<file path="src/rtl/mips_multicycle_control_if.sv">
// Datapath-facing bundle of the multi-cycle MIPS controller: IR fields and
// handshake inputs in, per-cycle control strobes and debug state out.
interface mips_multicycle_control_if;
    logic [5:0] opcode;
    logic [5:0] funct;
    logic       zero;
    logic       mem_ready;

    logic       pc_en;
    logic       iord;
    logic       mem_read;
    logic       mem_write;
    logic       ir_write;
    logic       reg_dst;
    logic       mem_to_reg;
    logic       reg_write;
    logic       alu_src_a;
    logic [1:0] alu_src_b;
    logic [3:0] alu_op;
    logic [1:0] pc_source;
    logic       imm_zext;
    logic [3:0] state;
    logic       instr_done;
    logic       fault;

    // Handshake: the memory completes an access in any cycle where a strobe
    // (mem_read/mem_write) is high and mem_ready is high; the strobes and
    // iord hold steady for every cycle that mem_ready stays low.
    modport master (
        input  opcode, funct, zero, mem_ready,
        output pc_en, iord, mem_read, mem_write, ir_write, reg_dst, mem_to_reg,
               reg_write, alu_src_a, alu_src_b, alu_op, pc_source, imm_zext,
               state, instr_done, fault
    );

    modport slave (
        output opcode, funct, zero, mem_ready,
        input  pc_en, iord, mem_read, mem_write, ir_write, reg_dst, mem_to_reg,
               reg_write, alu_src_a, alu_src_b, alu_op, pc_source, imm_zext,
               state, instr_done, fault
    );
endinterface

</file>
<file path="src/rtl/mips_multicycle_control.sv">
// Multi-cycle MIPS control FSM: sequences fetch/decode/execute/memory/write-back,
// waits on mem_ready with an optional timeout, and parks in a sticky FAULT state.
module mips_multicycle_control #(
    parameter int MEM_TIMEOUT = 0,
    parameter bit EXT_OPS     = 1'b1
) (
    input logic                        clk,
    input logic                        reset,
    mips_multicycle_control_if.master  bus
);
    typedef enum logic [3:0] {
        S_FETCH  = 4'd0,  S_DECODE = 4'd1,  S_MEMADR = 4'd2,  S_MEMRD = 4'd3,
        S_MEMWB  = 4'd4,  S_MEMWR  = 4'd5,  S_EXEC   = 4'd6,  S_ALUWB = 4'd7,
        S_BRANCH = 4'd8,  S_JUMP   = 4'd9,  S_IEXEC  = 4'd10, S_IWB   = 4'd11,
        S_FAULT  = 4'd15
    } state_t;

    typedef struct packed {
        logic       pc_en;
        logic       iord;
        logic       mem_read;
        logic       mem_write;
        logic       ir_write;
        logic       reg_dst;
        logic       mem_to_reg;
        logic       reg_write;
        logic       alu_src_a;
        logic [1:0] alu_src_b;
        logic [3:0] alu_op;
        logic [1:0] pc_source;
        logic       imm_zext;
        logic       instr_done;
        logic       fault;
    } ctrl_t;

    localparam logic [3:0] ALU_AND = 4'b0000, ALU_OR  = 4'b0001, ALU_ADD = 4'b0010,
                           ALU_SUB = 4'b0110, ALU_SLT = 4'b0111, ALU_NOR = 4'b1100;
    localparam logic [5:0] OP_RTYPE = 6'b000000, OP_LW = 6'b100011, OP_SW = 6'b101011,
                           OP_BEQ   = 6'b000100, OP_BNE = 6'b000101, OP_J = 6'b000010;
    localparam int CW = (MEM_TIMEOUT > 0) ? $clog2(MEM_TIMEOUT + 1) : 1;

    state_t          state_q, state_d;
    logic   [CW-1:0] wait_q, wait_d;
    ctrl_t           ctrl_c, ctrl_o;
    logic            r_valid, i_valid, i_zext, wait_state, timeout;
    logic   [3:0]    r_alu_op, i_alu_op;

    always_comb begin
        r_valid  = 1'b1;
        r_alu_op = ALU_ADD;
        case (bus.funct)
            6'b100000: r_alu_op = ALU_ADD;
            6'b100010: r_alu_op = ALU_SUB;
            6'b100100: r_alu_op = ALU_AND;
            6'b100101: r_alu_op = ALU_OR;
            6'b100111: r_alu_op = ALU_NOR;
            6'b101010: r_alu_op = ALU_SLT;
            default:   r_valid  = 1'b0;
        endcase
    end

    always_comb begin
        i_valid  = EXT_OPS;
        i_alu_op = ALU_ADD;
        i_zext   = 1'b0;
        case (bus.opcode)
            6'b001000: i_alu_op = ALU_ADD;
            6'b001100: begin i_alu_op = ALU_AND; i_zext = 1'b1; end
            6'b001101: begin i_alu_op = ALU_OR;  i_zext = 1'b1; end
            6'b001010: i_alu_op = ALU_SLT;
            default:   i_valid  = 1'b0;
        endcase
    end

    // Timeout fires on the cycle the counter would reach MEM_TIMEOUT; a
    // simultaneous mem_ready takes priority in the state logic below.
    assign wait_state = (state_q == S_FETCH) || (state_q == S_MEMRD) || (state_q == S_MEMWR);
    assign timeout    = (MEM_TIMEOUT != 0) && wait_state && !bus.mem_ready &&
                        ((int'(wait_q) + 1) >= MEM_TIMEOUT);

    always_comb begin
        state_d = state_q;
        ctrl_c  = '0;
        case (state_q)
            S_FETCH: begin
                ctrl_c.mem_read  = 1'b1;
                ctrl_c.alu_src_b = 2'b01;
                ctrl_c.alu_op    = ALU_ADD;
                ctrl_c.ir_write  = bus.mem_ready;
                ctrl_c.pc_en     = bus.mem_ready;
                if (bus.mem_ready) state_d = S_DECODE;
                else if (timeout)  state_d = S_FAULT;
            end
            S_DECODE: begin
                ctrl_c.alu_src_b = 2'b11;
                ctrl_c.alu_op    = ALU_ADD;
                case (bus.opcode)
                    OP_RTYPE:     state_d = r_valid ? S_EXEC : S_FAULT;
                    OP_LW, OP_SW: state_d = S_MEMADR;
                    OP_BEQ:       state_d = S_BRANCH;
                    OP_BNE:       state_d = EXT_OPS ? S_BRANCH : S_FAULT;
                    OP_J:         state_d = S_JUMP;
                    default:      state_d = i_valid ? S_IEXEC : S_FAULT;
                endcase
            end
            S_MEMADR: begin
                ctrl_c.alu_src_a = 1'b1;
                ctrl_c.alu_src_b = 2'b10;
                ctrl_c.alu_op    = ALU_ADD;
                state_d = (bus.opcode == OP_LW) ? S_MEMRD : S_MEMWR;
            end
            S_MEMRD: begin
                ctrl_c.iord     = 1'b1;
                ctrl_c.mem_read = 1'b1;
                if (bus.mem_ready) state_d = S_MEMWB;
                else if (timeout)  state_d = S_FAULT;
            end
            S_MEMWB: begin
                ctrl_c.reg_write  = 1'b1;
                ctrl_c.mem_to_reg = 1'b1;
                ctrl_c.instr_done = 1'b1;
                state_d = S_FETCH;
            end
            S_MEMWR: begin
                ctrl_c.iord       = 1'b1;
                ctrl_c.mem_write  = 1'b1;
                ctrl_c.instr_done = bus.mem_ready;
                if (bus.mem_ready) state_d = S_FETCH;
                else if (timeout)  state_d = S_FAULT;
            end
            S_EXEC: begin
                ctrl_c.alu_src_a = 1'b1;
                ctrl_c.alu_op    = r_alu_op;
                state_d = S_ALUWB;
            end
            S_ALUWB: begin
                ctrl_c.reg_write  = 1'b1;
                ctrl_c.reg_dst    = 1'b1;
                ctrl_c.instr_done = 1'b1;
                state_d = S_FETCH;
            end
            S_BRANCH: begin
                ctrl_c.alu_src_a  = 1'b1;
                ctrl_c.alu_op     = ALU_SUB;
                ctrl_c.pc_source  = 2'b01;
                ctrl_c.instr_done = 1'b1;
                ctrl_c.pc_en      = (bus.opcode == OP_BNE) ? ~bus.zero : bus.zero;
                state_d = S_FETCH;
            end
            S_JUMP: begin
                ctrl_c.pc_source  = 2'b10;
                ctrl_c.pc_en      = 1'b1;
                ctrl_c.instr_done = 1'b1;
                state_d = S_FETCH;
            end
            S_IEXEC: begin
                ctrl_c.alu_src_a = 1'b1;
                ctrl_c.alu_src_b = 2'b10;
                ctrl_c.alu_op    = i_alu_op;
                ctrl_c.imm_zext  = i_zext;
                state_d = S_IWB;
            end
            S_IWB: begin
                ctrl_c.reg_write  = 1'b1;
                ctrl_c.instr_done = 1'b1;
                state_d = S_FETCH;
            end
            S_FAULT: ctrl_c.fault = 1'b1;
            default: state_d = S_FAULT;
        endcase
    end

    always_comb begin
        wait_d = wait_q + CW'(1);
        if (state_d != state_q || bus.mem_ready || !wait_state) wait_d = '0;
    end

    always_ff @(posedge clk or negedge reset) begin
        if (!reset) begin
            state_q <= S_FETCH;
            wait_q  <= '0;
        end else begin
            state_q <= state_d;
            wait_q  <= wait_d;
        end
    end

    // Outputs are forced low while reset is held, otherwise FETCH strobes would leak.
    assign ctrl_o         = reset ? ctrl_c : '0;
    assign bus.state      = reset ? state_q : 4'd0;
    assign bus.pc_en      = ctrl_o.pc_en;
    assign bus.iord       = ctrl_o.iord;
    assign bus.mem_read   = ctrl_o.mem_read;
    assign bus.mem_write  = ctrl_o.mem_write;
    assign bus.ir_write   = ctrl_o.ir_write;
    assign bus.reg_dst    = ctrl_o.reg_dst;
    assign bus.mem_to_reg = ctrl_o.mem_to_reg;
    assign bus.reg_write  = ctrl_o.reg_write;
    assign bus.alu_src_a  = ctrl_o.alu_src_a;
    assign bus.alu_src_b  = ctrl_o.alu_src_b;
    assign bus.alu_op     = ctrl_o.alu_op;
    assign bus.pc_source  = ctrl_o.pc_source;
    assign bus.imm_zext   = ctrl_o.imm_zext;
    assign bus.instr_done = ctrl_o.instr_done;
    assign bus.fault      = ctrl_o.fault;
endmodule

</file>
<file path="src/flat_wrapper.sv">
// flat-port wrapper written by rule: the top's interface ports become plain ports
module mips_multicycle_control_flat 
#(
    parameter int MEM_TIMEOUT = 0,
    parameter bit EXT_OPS     = 1'b1
)
  (clk, reset, bus_opcode, bus_funct, bus_zero, bus_mem_ready, bus_pc_en, bus_iord, bus_mem_read, bus_mem_write, bus_ir_write, bus_reg_dst, bus_mem_to_reg, bus_reg_write, bus_alu_src_a, bus_alu_src_b, bus_alu_op, bus_pc_source, bus_imm_zext, bus_state, bus_instr_done, bus_fault);
  mips_multicycle_control_if bus_i ();
  input logic clk;
  input logic reset;
  input wire logic [$bits(bus_i.opcode)-1:0] bus_opcode;
  input wire logic [$bits(bus_i.funct)-1:0] bus_funct;
  input wire logic [$bits(bus_i.zero)-1:0] bus_zero;
  input wire logic [$bits(bus_i.mem_ready)-1:0] bus_mem_ready;
  output wire logic [$bits(bus_i.pc_en)-1:0] bus_pc_en;
  output wire logic [$bits(bus_i.iord)-1:0] bus_iord;
  output wire logic [$bits(bus_i.mem_read)-1:0] bus_mem_read;
  output wire logic [$bits(bus_i.mem_write)-1:0] bus_mem_write;
  output wire logic [$bits(bus_i.ir_write)-1:0] bus_ir_write;
  output wire logic [$bits(bus_i.reg_dst)-1:0] bus_reg_dst;
  output wire logic [$bits(bus_i.mem_to_reg)-1:0] bus_mem_to_reg;
  output wire logic [$bits(bus_i.reg_write)-1:0] bus_reg_write;
  output wire logic [$bits(bus_i.alu_src_a)-1:0] bus_alu_src_a;
  output wire logic [$bits(bus_i.alu_src_b)-1:0] bus_alu_src_b;
  output wire logic [$bits(bus_i.alu_op)-1:0] bus_alu_op;
  output wire logic [$bits(bus_i.pc_source)-1:0] bus_pc_source;
  output wire logic [$bits(bus_i.imm_zext)-1:0] bus_imm_zext;
  output wire logic [$bits(bus_i.state)-1:0] bus_state;
  output wire logic [$bits(bus_i.instr_done)-1:0] bus_instr_done;
  output wire logic [$bits(bus_i.fault)-1:0] bus_fault;
  assign bus_i.opcode = bus_opcode;
  assign bus_i.funct = bus_funct;
  assign bus_i.zero = bus_zero;
  assign bus_i.mem_ready = bus_mem_ready;
  assign bus_pc_en = bus_i.pc_en;
  assign bus_iord = bus_i.iord;
  assign bus_mem_read = bus_i.mem_read;
  assign bus_mem_write = bus_i.mem_write;
  assign bus_ir_write = bus_i.ir_write;
  assign bus_reg_dst = bus_i.reg_dst;
  assign bus_mem_to_reg = bus_i.mem_to_reg;
  assign bus_reg_write = bus_i.reg_write;
  assign bus_alu_src_a = bus_i.alu_src_a;
  assign bus_alu_src_b = bus_i.alu_src_b;
  assign bus_alu_op = bus_i.alu_op;
  assign bus_pc_source = bus_i.pc_source;
  assign bus_imm_zext = bus_i.imm_zext;
  assign bus_state = bus_i.state;
  assign bus_instr_done = bus_i.instr_done;
  assign bus_fault = bus_i.fault;
  mips_multicycle_control #(.MEM_TIMEOUT(MEM_TIMEOUT), .EXT_OPS(EXT_OPS)) u_core (.clk(clk), .reset(reset), .bus(bus_i));
endmodule
</file>
<file path="config.mk">
export PLATFORM = sky130hd
export DESIGN_NAME = mips_multicycle_control_flat
export DESIGN_NICKNAME = d
export VERILOG_FILES = /design/src/rtl/mips_multicycle_control_if.sv /design/src/rtl/mips_multicycle_control.sv /design/src/flat_wrapper.sv
export SDC_FILE = /design/constraint.sdc
export NUM_CORES = 1
export LEC_CHECK = 0
export CAP_MARGIN = 20
export CORE_UTILIZATION = 49
export DETAILED_ROUTE_END_ITERATION = 7
export DONT_BUFFER_PORTS = 1
export SYNTH_ARGS = -nofsm -noshare
export SYNTH_HDL_FRONTEND = slang
export SYNTH_SLANG_ARGS = --single-unit
</file>
<file path="constraint.sdc">
create_clock -name clk -period 1.8 [get_ports clk]
set_input_delay 0.27 -clock clk [delete_from_list [all_inputs] [get_ports clk]]
set_output_delay 0.27 -clock clk [all_outputs]
set_load 0.01 [all_outputs]
</file>
**Gate families picked out**

Bar = 10 um.
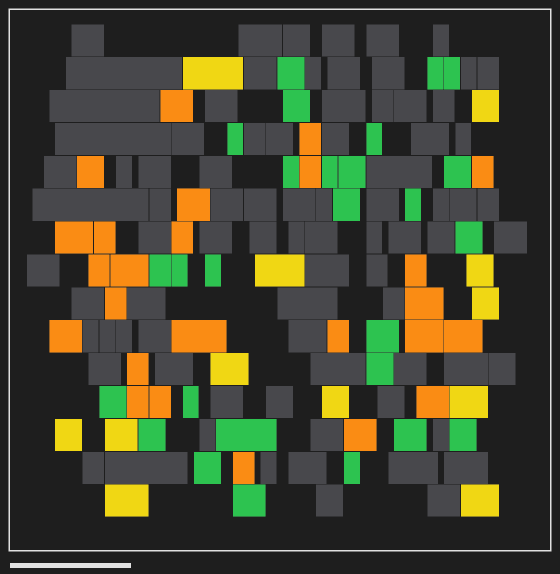
legend:
  NAND gates:
    colour: green
    cells: 27
    most_used: nand2_1
  AND and OR gates:
    colour: yellow
    cells: 12
    most_used: and2_1
    where: all over the die
  inverting AOI/OAI gates:
    colour: orange
    cells: 25
    most_used: a21oi_1

**Floorplan with the power grid**

Pins as bars on the die edge. Tap cells in grey.
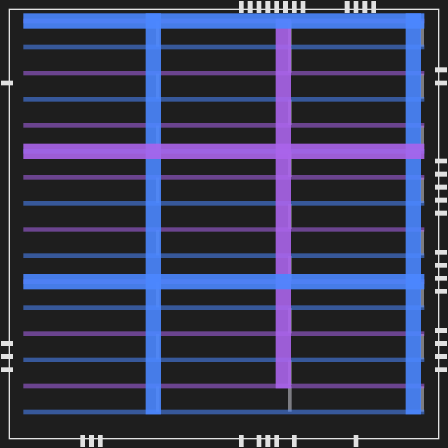
legend:
  VSS:
    colour: blue
  VDD:
    colour: purple
rows: 15
met1 rails: 16
tap cells: 25
signal pins: 40
worst vdd ir: 263.2 uV
die extent in y: 44.67 um

**Routed clock nets over the placement**

Bar = 10 um.
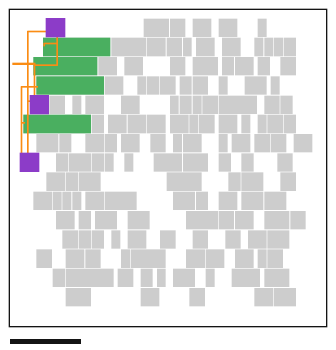
legend:
  clock wires:
    colour: orange
    length: 58.0 um
  cells driving clock nets:
    colour: purple
    count: 3
  flip-flops:
    colour: green
    count: 4
routed clock nets: 4
clock group power: 0.106 mW
final worst clock skew: 0.001545 ns
Clock power frac: 0.427

## critical path: cells and delay by family (launching register included)
family | cells | cell delay, ns
and+or+nand+nor | 3 | 0.60
DFF | 1 | 0.48
AOI/OAI and AO/OA | 1 | 0.23
## cells in the mapped netlist, types with 3 or more instances
master,instances,share of area
a21oi_1,9,0.050
and2_1,3,0.021
nor3b_1,4,0.034
nand2_1,11,0.046
nor2_1,16,0.067
nor2b_1,8,0.056
dfrtp_1,4,0.11
nand2b_1,9,0.063
nor3_1,10,0.056
buf_2,4,0.022
o21ai_0,4,0.022
clkbuf_1,3,0.013
nand3b_1,3,0.025
o21a_1,3,0.025
## timing repair
action | CTS | global route
buffers inserted | 3 | 4
hold buffers | 1 | 0
pin swaps | 1 | 4
endpoints found under the hold margin | 4 | 0
resized | 6 | 7
endpoints found under the setup margin | 6 | 7
==> run summary <==
Results of the run.

The checks that failed: setup timing. The core region is approximately 1700 um^2. The layout has 167 filler cells.

The count of sequential standard cells is 4. Clock latency on the worst-skew pair, taken at its later pin, is 0.23 ns. The total placed instance area is 967.2 um^2. According to the report, the first pass of detailed routing completed in 4 iterations. Subtracting the final worst setup slack from the clock period gives 1.803 ns. The synth_stat.txt file lists the number of cells as 133. The cell-mix breakdown from Yosys lists the XOR/XNOR area share as 0.01964.

The horizontal die dimension reported for this design is between 40 and 50 um. The sink of the worst hold path is u_core.state_q[0]$_DFFE_PN0P_. Data on the critical path is required at its endpoint by 1.53 ns.

After detailed routing, the met2 layer carries 1.306 mm of wire. The kind of capture point of the worst setup path is an output port. The sequential cell area share is 0.09453. Entering global routing, the biggest net connects 14 pins. The number of global-route vias before repair is ~900.

TritonCTS built the clock tree. For this run, the detailed router reports a per-instance via density of 6.088. Per STA, the startpoint of the critical path is u_core.state_q[1]$_DFFE_PN0P_.

The overall routing resource usage is 0.2624. The largest register by flop count is u_core.state_q. The non-clock buffer instance count of the final layout is 19.

The number of DRC violations after detailed-routing iteration 0 is between 40 and 50. The switching portion of total power comes to 0.2326. Endpoints with negative setup slack in the final report add up to 1. The buffer depth of the longest clock path is 2. The count of library flops with an enable pin is 0. Of the total power, combinational logic draws 0.209. The number of flip-flops in the largest register is 4. The launch point of the worst min-delay path is recorded as bus_opcode[4].

By area, multi-input combinational cells come first. The number of standard cells in the layout, taps in and fillers out is ~170. The most numerous logic cell after layout is buf_4.

The worst-case register-to-register setup slack is roughly 0.080 ns. The run finished, with violations left. The cell total after placement is between 150 and 200. The routability congestion estimate from global placement is 0.7912. The cell depth of the worst min-delay path is 2.

The area of the chip is 1995 um^2. The highest routing layer actually used is met3. The delay of the slowest cell on the worst path is 0.48 ns. The TritonCTS sink count is 4. Setup repair after global routing could not meet its margin everywhere. The registers of the reported paths see a clock transition of roughly 0.04 ns. After layout, the worst setup slack is -0.002631 ns.

For reference, the mux area share after synthesis is 0.02384. The internal portion of the total power is approximately 0.19 mW. The timing endpoint of the critical path is bus_pc_en. Of all nets on the critical path, the largest fanout is 10.

Synthesis produced a netlist with a net count of between 100 and 150. The initialized floorplan defines 15 standard-cell rows. The cell area after layout is about 1100 um^2. Summed over all failing endpoints, the final setup total negative slack is -0.002631 ns. The average instance in the mapped netlist occupies around 6.7 um^2.

STA lists the startpoint of the worst register-to-register path as u_core.state_q[1]$_DFFE_PN0P_. Per report_power, the top consumer among the power groups is clock. The area figure in the yosys stat output is 892.1 um^2.

The number of input and output port buffers inserted is 0.
No activity file was given, so power comes from the tool's default toggle rates.
